Fig. 1: run 1, the metal 1 layer
The bar under the picture is 20 um long. Supply wires on this layer in grey.
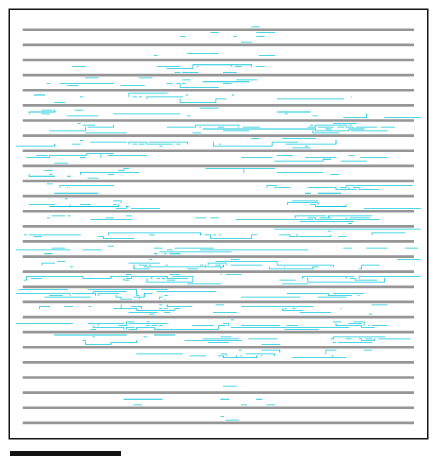
Fig. 2: run 1, the metal 2 layer
Cells faint in the background.
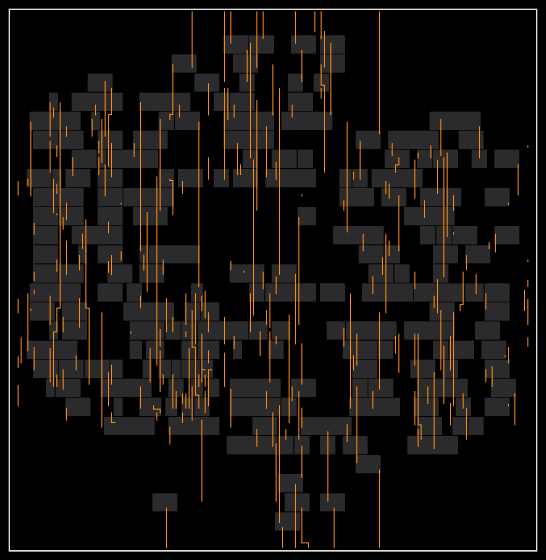
Fig. 3: run 1, the metal 3 layer
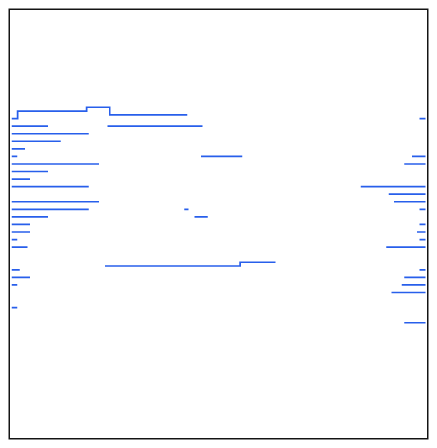
$ cat src/rtl/alu_uart_interface_pkg.sv
// Purpose: shared types/constants for the UART-fed ALU control stage and its ALU.
// Latency: n/a (declarations only).
// Backpressure: n/a.
package alu_if_pkg;

  localparam int DEF_DATA_W = 8;
  localparam int DEF_OP_W   = 6;

  // 3-bit state encoding; values 6 and 7 are unused and recover to S_OP_A
  typedef enum logic [2:0] {
    S_OP_A    = 3'd0,
    S_OP_B    = 3'd1,
    S_OPCODE  = 3'd2,
    S_RESULT  = 3'd3,
    S_SEND    = 3'd4,
    S_WAIT_TX = 3'd5
  } state_t;

  // opcodes understood by the downstream ALU
  localparam logic [5:0] OP_ADD = 6'b100000;
  localparam logic [5:0] OP_SUB = 6'b100010;
  localparam logic [5:0] OP_AND = 6'b100100;
  localparam logic [5:0] OP_OR  = 6'b100101;
  localparam logic [5:0] OP_XOR = 6'b100110;
  localparam logic [5:0] OP_SRA = 6'b000011;
  localparam logic [5:0] OP_SRL = 6'b000010;
  localparam logic [5:0] OP_NOR = 6'b100111;

endpackage

$ cat src/rtl/alu_uart_interface_if.sv
// Purpose: bundle of receiver, ALU and transmitter signals around the control stage.
// Latency: n/a (wiring only).
// Backpressure: none; tx side is a start/done handshake, rx side a level strobe.
interface alu_uart_if
  import alu_if_pkg::*;
#(
  parameter int DATA_W = DEF_DATA_W,
  parameter int OP_W   = DEF_OP_W
);

  logic              i_rx_done;
  logic [DATA_W-1:0] i_rx_byte;
  logic [DATA_W-1:0] i_alu_result;
  logic              i_tx_done;
  logic [DATA_W-1:0] o_alu_a;
  logic [DATA_W-1:0] o_alu_b;
  logic [OP_W-1:0]   o_alu_op;
  logic              o_tx_start;
  logic [DATA_W-1:0] o_tx_byte;
  logic              o_busy;

  // environment side: receiver, ALU and transmitter
  modport master (
    output i_rx_done, i_rx_byte, i_alu_result, i_tx_done,
    input  o_alu_a, o_alu_b, o_alu_op, o_tx_start, o_tx_byte, o_busy
  );

  // control stage side
  modport slave (
    input  i_rx_done, i_rx_byte, i_alu_result, i_tx_done,
    output o_alu_a, o_alu_b, o_alu_op, o_tx_start, o_tx_byte, o_busy
  );

endinterface

$ cat src/rtl/alu_uart_interface_rise_detect.sv
// Purpose: turn a level receive strobe into a single-cycle byte event.
// Latency: combinational from i_level; one register of history.
// Backpressure: none; a strobe held for many cycles yields exactly one event.
module rise_detect (
  input  logic i_Clock,
  input  logic i_reset,
  input  logic i_level,
  output logic o_rise
);

  logic level_q;

  // remember last cycle's strobe level
  always_ff @(posedge i_Clock) begin
    if (i_reset) level_q <= 1'b0;
    else         level_q <= i_level;
  end

  assign o_rise = i_level & ~level_q;

endmodule

$ cat src/rtl/alu_uart_interface.sv
// Purpose: assemble A, B, opcode from UART bytes, capture ALU result, request one-byte send.
// Latency: opcode event at edge E -> o_tx_start high E+1..E+2, o_tx_byte valid from E+1.
// Backpressure: bytes arriving while busy are dropped; waits on i_tx_done. Option: ALU_IF_TIMEOUT_EN.
module alu_uart_interface
  import alu_if_pkg::*;
#(
  parameter int DATA_W         = DEF_DATA_W,
  parameter int OP_W           = DEF_OP_W,
  parameter int TIMEOUT_CYCLES = 50_000_000
) (
  input logic      i_Clock,
  input logic      i_reset,
  alu_uart_if.slave bus
);

  state_t state;
  logic   rx_evt;

  rise_detect u_rise (
    .i_Clock (i_Clock),
    .i_reset (i_reset),
    .i_level (bus.i_rx_done),
    .o_rise  (rx_evt)
  );

`ifdef ALU_IF_TIMEOUT_EN
  localparam int CNT_W = (TIMEOUT_CYCLES > 1) ? $clog2(TIMEOUT_CYCLES) : 1;
  localparam logic [CNT_W-1:0] CNT_LAST = CNT_W'(TIMEOUT_CYCLES - 1);

  logic [CNT_W-1:0] idle_cnt;
  logic             timeout;

  assign timeout = (idle_cnt == CNT_LAST);

  // idle counter only runs while a frame is partially received
  always_ff @(posedge i_Clock) begin
    if (i_reset)
      idle_cnt <= '0;
    else if (rx_evt || !(state == S_OP_B || state == S_OPCODE))
      idle_cnt <= '0;
    else
      idle_cnt <= idle_cnt + CNT_W'(1);
  end
`else
  logic unused_timeout_cfg;
  assign unused_timeout_cfg = ^TIMEOUT_CYCLES;
`endif

  // frame sequencer with registered outputs
  always_ff @(posedge i_Clock) begin
    if (i_reset) begin
      state          <= S_OP_A;
      bus.o_alu_a    <= '0;
      bus.o_alu_b    <= '0;
      bus.o_alu_op   <= '0;
      bus.o_tx_start <= 1'b0;
      bus.o_tx_byte  <= '0;
      bus.o_busy     <= 1'b0;
    end else begin
      case (state)
        S_OP_A: begin
          if (rx_evt) begin
            bus.o_alu_a <= bus.i_rx_byte;
            state       <= S_OP_B;
          end
        end
        S_OP_B: begin
          if (rx_evt) begin
            bus.o_alu_b <= bus.i_rx_byte;
            state       <= S_OPCODE;
          end
`ifdef ALU_IF_TIMEOUT_EN
          else if (timeout) begin
            state <= S_OP_A;
          end
`endif
        end
        S_OPCODE: begin
          if (rx_evt) begin
            bus.o_alu_op <= bus.i_rx_byte[OP_W-1:0];
            bus.o_busy   <= 1'b1;
            state        <= S_RESULT;
          end
`ifdef ALU_IF_TIMEOUT_EN
          else if (timeout) begin
            state <= S_OP_A;
          end
`endif
        end
        S_RESULT: begin
          // ALU has had a full cycle to settle on the new opcode
          bus.o_tx_byte  <= bus.i_alu_result;
          bus.o_tx_start <= 1'b1;
          state          <= S_SEND;
        end
        S_SEND: begin
          bus.o_tx_start <= 1'b0;
          state          <= S_WAIT_TX;
        end
        S_WAIT_TX: begin
          if (bus.i_tx_done) begin
            bus.o_busy <= 1'b0;
            state      <= S_OP_A;
          end
        end
        default: begin
          bus.o_tx_start <= 1'b0;
          bus.o_busy     <= 1'b0;
          state          <= S_OP_A;
        end
      endcase
    end
  end

endmodule

$ cat src/flat_wrapper.sv
// flat-port wrapper written by rule: the top's interface ports become plain ports
module alu_uart_interface_flat import alu_if_pkg::*;
#(
  parameter int DATA_W         = DEF_DATA_W,
  parameter int OP_W           = DEF_OP_W,
  parameter int TIMEOUT_CYCLES = 50_000_000
)
  (i_Clock, i_reset, bus_i_rx_done, bus_i_rx_byte, bus_i_alu_result, bus_i_tx_done, bus_o_alu_a, bus_o_alu_b, bus_o_alu_op, bus_o_tx_start, bus_o_tx_byte, bus_o_busy);
  alu_uart_if #(.DATA_W(DATA_W), .OP_W(OP_W)) bus_i ();
  input logic i_Clock;
  input logic i_reset;
  input wire logic [$bits(bus_i.i_rx_done)-1:0] bus_i_rx_done;
  input wire logic [$bits(bus_i.i_rx_byte)-1:0] bus_i_rx_byte;
  input wire logic [$bits(bus_i.i_alu_result)-1:0] bus_i_alu_result;
  input wire logic [$bits(bus_i.i_tx_done)-1:0] bus_i_tx_done;
  output wire logic [$bits(bus_i.o_alu_a)-1:0] bus_o_alu_a;
  output wire logic [$bits(bus_i.o_alu_b)-1:0] bus_o_alu_b;
  output wire logic [$bits(bus_i.o_alu_op)-1:0] bus_o_alu_op;
  output wire logic [$bits(bus_i.o_tx_start)-1:0] bus_o_tx_start;
  output wire logic [$bits(bus_i.o_tx_byte)-1:0] bus_o_tx_byte;
  output wire logic [$bits(bus_i.o_busy)-1:0] bus_o_busy;
  assign bus_i.i_rx_done = bus_i_rx_done;
  assign bus_i.i_rx_byte = bus_i_rx_byte;
  assign bus_i.i_alu_result = bus_i_alu_result;
  assign bus_i.i_tx_done = bus_i_tx_done;
  assign bus_o_alu_a = bus_i.o_alu_a;
  assign bus_o_alu_b = bus_i.o_alu_b;
  assign bus_o_alu_op = bus_i.o_alu_op;
  assign bus_o_tx_start = bus_i.o_tx_start;
  assign bus_o_tx_byte = bus_i.o_tx_byte;
  assign bus_o_busy = bus_i.o_busy;
  alu_uart_interface #(.DATA_W(DATA_W), .OP_W(OP_W), .TIMEOUT_CYCLES(TIMEOUT_CYCLES)) u_core (.i_Clock(i_Clock), .i_reset(i_reset), .bus(bus_i));
endmodule
$ cat config.mk
export PLATFORM = sky130hd
export DESIGN_NAME = alu_uart_interface_flat
export DESIGN_NICKNAME = d
export VERILOG_FILES = /design/src/rtl/alu_uart_interface_pkg.sv /design/src/rtl/alu_uart_interface_if.sv /design/src/rtl/alu_uart_interface_rise_detect.sv /design/src/rtl/alu_uart_interface.sv /design/src/flat_wrapper.sv
export SDC_FILE = /design/constraint.sdc
export NUM_CORES = 1
export LEC_CHECK = 0
export CORE_AREA = 2 2 73 75
export DETAILED_ROUTE_END_ITERATION = 6
export DIE_AREA = 0 0 75 77
export PLACE_DENSITY = 0.61
export SLEW_MARGIN = 10
export SYNTH_ARGS = -nofsm -noshare
export SYNTH_HDL_FRONTEND = slang
export SYNTH_SLANG_ARGS = --single-unit
$ cat constraint.sdc
create_clock -name i_Clock -period 2.7 [get_ports i_Clock]
set_clock_uncertainty 0.2 [all_clocks]
set_input_delay 0.54 -clock i_Clock [delete_from_list [all_inputs] [get_ports i_Clock]]
set_output_delay 0.54 -clock i_Clock [all_outputs]
set_load 0.005 [all_outputs]
==> results.yml, run 1 <==
# yosys + openroad results
layout:
  final_core_util_pct: 42.4
  layout.cells.most_common_list: "clkdlybuf4s50_1 (51), dfxtp_1 (36), nand2b_1 (32)"
  logic_area_sq_um: 678
  fillers: 498
  layout.cells.non_filler: 263
  fin_area_sq_um: 2110
  final_nets: 212
detailed_routing:
  dr.first_iter.drc_count: 39
  wl_per_cell_um: 11.4
  route.detailed.vias_per_inst: 4.22
  via_count: 1111
  drtPass1Iterations: 4
  route.detailed.drc: 0
  drt-total-wl_um: 2990
yosys:
  simple_gate_area_share_pct: 22.6
  syn-cell-area_sq_um: 1450
  yosysTopAreaCell: "dfxtp_1"
  yosys.area_share.aoi_pct: 3.45
  synth_area_per_cell_sq_um: 10.3
  syn-num-nets: 161
  top_cell_area_share_pct: 49.7
  ys.flops: 36
  synthMuxAreaShare_pct: 20.7
  yosys_cells: 141
  synthDistinctLibCells: 17
  ys_seq_share_pct: 49.7
  ys_area_sq_um: 1450
  topCombFamilyByArea: "simple AND/OR/NAND/NOR gates"
  area_leaders: "dfxtp_1 (50%), mux2i_1 (21%), nand2b_1 (14%), nor2_1 (2.6%), a21oi_1 (1.7%)"
timing:
  slew_viol_final: 0
  setup_tns_ns: 0
  final.min_clock_period_ns: 2.00
  maxSlewHeadroom_pct: 63.1
  rsz0062_at_grt: "no"
  layout_setup_ws_ns: 0.703
pwr:
  p_total_mw: 1.10
  ir_drop_mv: 0.279
  p_per_area_nw_per_um2: 521
critical_path:
  critical_path_arrival_ns: 2.02
  cp.required_ns: 2.72
  ff2ff_setup_slack_ns: 1.07
  cp-end-kind: "register"
  cp-start-kind: "input pin"
  path_max_fanout: 6
grt:
  grt.overflow.total: 0
  grt_util_all_layers_pct: 11.6
  grt_pass1_wl_um: 5140
min_path:
  hold_path_class: "register to register"
clock_tree:
  h-tree-depth: 2
  cts_root_buffer: "clkbuf_8"
  cts_hold_buf: 0
  clkTransAtPathRegs_ns: 0.07
  cts_buffers: 5
  cts.sinks: 36
die:
  fp.dieH_um: 77
  row_count: 26
  pin_count: 52
placed_design:
  place_ws_ns: 0.378
  routabilityCongestion: 0.642
  dp_cells: 255
job:
  cap_violations: 0
  warning_count: 26
run_status:
  outcome: "finished, final reports clean"
-- Fig. 1 (at the start) --
share of all routed wire: 49%
wire length on this layer: 1460 um
longest straight run: 26.2 um
nets with wire on the layer: 182

-- Fig. 2 (at the start) --
share of all routed wire: 41%
wire length on this layer: 1220 um
longest straight run: 29.2 um
main direction: vertical
nets with wire on the layer: 178

-- Fig. 3 (at the start) --
wire length on this layer: 269 um
share of all routed wire: 9.0%
longest straight run: 24.1 um
nets with wire on the layer: 38

==> run 1: cells by family (layout without fill, tap and decap cells) <==
| logic type | count (synthesis) | after routing |
|---|---|---|
| DFF | 36 | 36 |
| and+or+nand+nor | 57 | 57 |
| AOI/OAI and AO/OA | 8 | 8 |
| buffers and inverters | 10 | 62 |
| muxes | 30 | 30 |
==> run 1: area by class of cell <==
| cell class | count | area share, % |
|---|---|---|
| Sequential cell | 36 | 34.1 |
| Tap cell | 70 | 4.15 |
| Clock buffer | 6 | 3.91 |
| Timing Repair Buffer | 54 | 25.2 |
| Multi-Input combinational cell | 95 | 32.1 |
| Clock inverter | 2 | 0.474 |
==> run 1: worst max-delay path, cell delays in order <==
cell	delay [ns]
clkdlybuf4s50_1	0.49
nor2b_1	0.33
and3_1	0.43
mux2i_1	0.22
==> run 1: sequential cells by signal, indices dropped and copies added, names as in the netlist <==
name,flops
u_core.bus.o_tx_byte,8
u_core.bus.o_busy,1
u_core.bus.o_alu_b,8
u_core.state,3
u_core.bus.o_alu_op,6
u_core.bus.o_tx_start,1
u_core.bus.o_alu_a,8
u_core.u_rise.level_q,1
==> run 1: power breakdown <==
group / switching, mW / internal [mW] / total [mW]
logic: 0.0521 / 0.0904 / 0.143
registers: 0.0142 / 0.552 / 0.566
clock network: 0.189 / 0.203 / 0.392
total: 0.255 / 0.846 / 1.10
==> run 1: path summary, 6_finish.rpt <==
kind,depth (start not counted),end,from
max,4,u_core.bus.o_alu_op[4],bus_i_rx_done
min,2,u_core.bus.o_alu_b[7],u_core.bus.o_alu_b[7]
max reg2reg,3,u_core.bus.o_alu_b[0],u_core.state[2]
min reg2reg,2,u_core.bus.o_alu_b[7],u_core.bus.o_alu_b[7]
==> run 1: Yosys cell counts <==
| cell | n |
|---|---|
| nor2_1 | 10 |
| mux2i_1 | 30 |
| nand2_1 | 2 |
| a21oi_1 | 5 |
| and3_1 | 1 |
| or3_1 | 1 |
| clkbuf_1 | 5 |
| a2bb2oi_1 | 2 |
| buf_2 | 4 |
| buf_6 | 1 |
| nand2b_1 | 32 |
| nand3b_1 | 3 |
| dfxtp_1 | 36 |
| nor2b_1 | 4 |
| o31ai_1 | 1 |
| and2b_1 | 1 |
| nor3_1 | 3 |
==> run 1: metal layers <==
metal	GRT usage [%]	vias up	wire length, um
met5	0	-	0
met4	3.75	0	43
met3	6.18	6	268
met2	17.3	42	1220
met1	14.1	495	1460
li1	-	568	-
==> run 2: changes to the inputs <==
Clock period 2.7 ns to 2 ns, I/O delays scaled along.
Fig. 4: run 2, the metal 3 layer
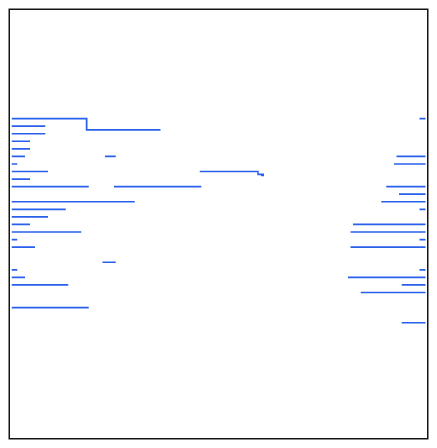
final WL: 2970 um
met3 GRT Util: 4.99%
DR vias: 1110

==> run 2 against run 1 <==
Register-to-register slack worse by 0.66 ns. Sequential cell count unchanged. Setup slack worse by 0.44 ns.
==> results.yml, run 2 <==
# yosys + openroad results
run_status:
  outcome: "finished, final reports clean"
placed_design:
  routabilityCongestion: 0.676
timing:
  maxSlewHeadroom_pct: 64.6
  slew_viol_final: 0
  final.min_clock_period_ns: 1.74
  setup_tns_ns: 0
  layout_setup_ws_ns: 0.264
pwr:
  p_per_area_nw_per_um2: 692
clock_tree:
  cts_buffers: 5
  cts_hold_buf: 0
  clkTransAtPathRegs_ns: 0.07
  clockBufferDepth: 2
  post-cts-setup-buffers: 0
  h-tree-depth: 2
  cts_root_buffer: "clkbuf_8"
  cts.sinks: 36
detailed_routing:
  dr.first_iter.drc_count: 41
  drtPass1Iterations: 4
  route.detailed.vias_per_inst: 4.17
  route.detailed.drc: 0
yosys:
  yosys_cells: 141
  top_cells_by_count: "dfxtp_1 (36), nand2b_1 (32), mux2i_1 (30), nor2_1 (10)"
  ys_area_sq_um: 1450
  synthMuxAreaShare_pct: 20.7
  top_cell_area_share_pct: 49.7
  synth-main-ff-cell: "dfxtp_1"
  ys_seq_share_pct: 49.7
  syn-num-nets: 161
  async_reset_ff_share_pct: 0
  area_leaders: "dfxtp_1 (50%), mux2i_1 (21%), nand2b_1 (14%), nor2_1 (2.6%), a21oi_1 (1.7%)"
  ys.flops: 36
  simple_gate_area_share_pct: 22.6
  synth_area_per_cell_sq_um: 10.3
  yosysTopAreaCell: "dfxtp_1"
  edf_count: 0
  syn-cell-area_sq_um: 1450
  synthDistinctLibCells: 17
layout:
  fillers: 491
  final_core_util_pct: 43.1
  final_nets: 215
  top_regs: "u_core.bus.o_alu_a x8, u_core.bus.o_alu_b x8, u_core.bus.o_tx_byte x8"
  layout.cells.most_common_list: "clkdlybuf4s50_1 (51), dfxtp_1 (36), nand2b_1 (32)"
critical_path:
  critical_path_arrival_ns: 1.14
  cp-start-kind: "register"
  cp_top_family: "buffers and inverters"
  cp.required_ns: 1.40
  slowest_stage: "clkdlybuf4s50_1"
  path_max_fanout: 3
  path_cells: "clkdlybuf4s50_1"
  cpPeakStageDelay_ns: 0.51
  crit_buf_inv: 1
  cp-end-kind: "output port"
die:
  row_count: 26
  pin_count: 52
  fp.dieH_um: 77
grt:
  grt.overflow.total: 0
  use_met1_pct: 13.8
  grt_pass1_wl_um: 4870
job:
  warning_count: 26
  cap_violations: 0
Fig. 5: run 2, routing congestion map
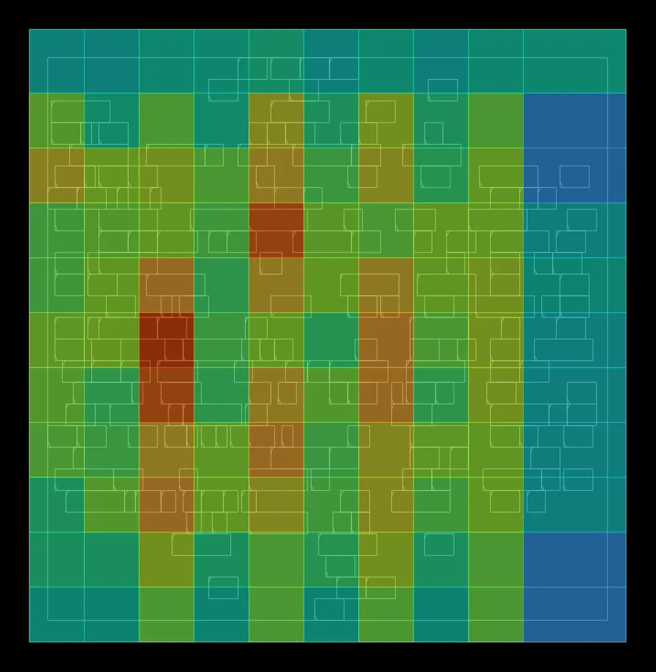
met2 usage: 16.1%
total track usage: 11.0%
DR WL/cell: 11.2 um
busiest grt layer: met2

run 2: cell type report:
type / count / area (sq um) / share of cell area [%]
repair buffers: 57 / 568 / 26.5
multi-input cells: 95 / 678 / 31.6
well taps: 70 / 87.6 / 4.08
clock buffers: 8 / 90.1 / 4.20
flip-flops and latches: 36 / 721 / 33.6
run 2: final timing paths:
path / startpoint / endpoint / slack, ns / cells past startpoint
hold / removal: u_core.bus.o_alu_b[1] / u_core.bus.o_alu_b[1] / 0.28 / 2
setup / recovery: u_core.bus.o_tx_start / bus_o_tx_start / 0.26 / 1
hold reg to reg: u_core.bus.o_alu_b[1] / u_core.bus.o_alu_b[1] / 0.28 / 2
setup reg to reg: u_core.state[2] / u_core.bus.o_alu_b[0] / 0.41 / 3
run 2: per-stage QoR:
stage | hold slack, ns | instance area (sq um) | instances | power (mW)
floorplan | 0.265 | 1450 | 141 | 0.873
global placement | 0.263 | 2050 | 258 | 0.981
detailed placement | 0.264 | 2050 | 258 | 0.981
CTS | 0.280 | 2140 | 266 | 1.51
global route | 0.293 | 2140 | 266 | 1.56
finish | 0.275 | 2140 | 266 | 1.48
run 2: kinds of logic (layout without fill, tap and decap cells):
kind of cell / count (synthesis) / count (layout)
flip-flops: 36 / 36
AND-OR/OR-AND: 8 / 8
multiplexers: 30 / 30
AND/OR/NAND/NOR: 57 / 57
buffers and inverters: 10 / 65
run 2: report_power, final:
part / switching (mW) / internal [mW]
clock network: 0.241 / 0.281
logic: 0.0712 / 0.126
registers: 0.0193 / 0.745
run 2: layer usage:
metal / vias to the layer above / wire length [um] / share of wire [%]
met5: - / 0 / 0
met3: 3 / 290 / 9.8
met4: 0 / 19 / 0.64
li1: 578 / - / -
met1: 487 / 1350 / 46
met2: 42 / 1300 / 44
Power figures rest on the tool's default switching activity, not on a simulated workload.
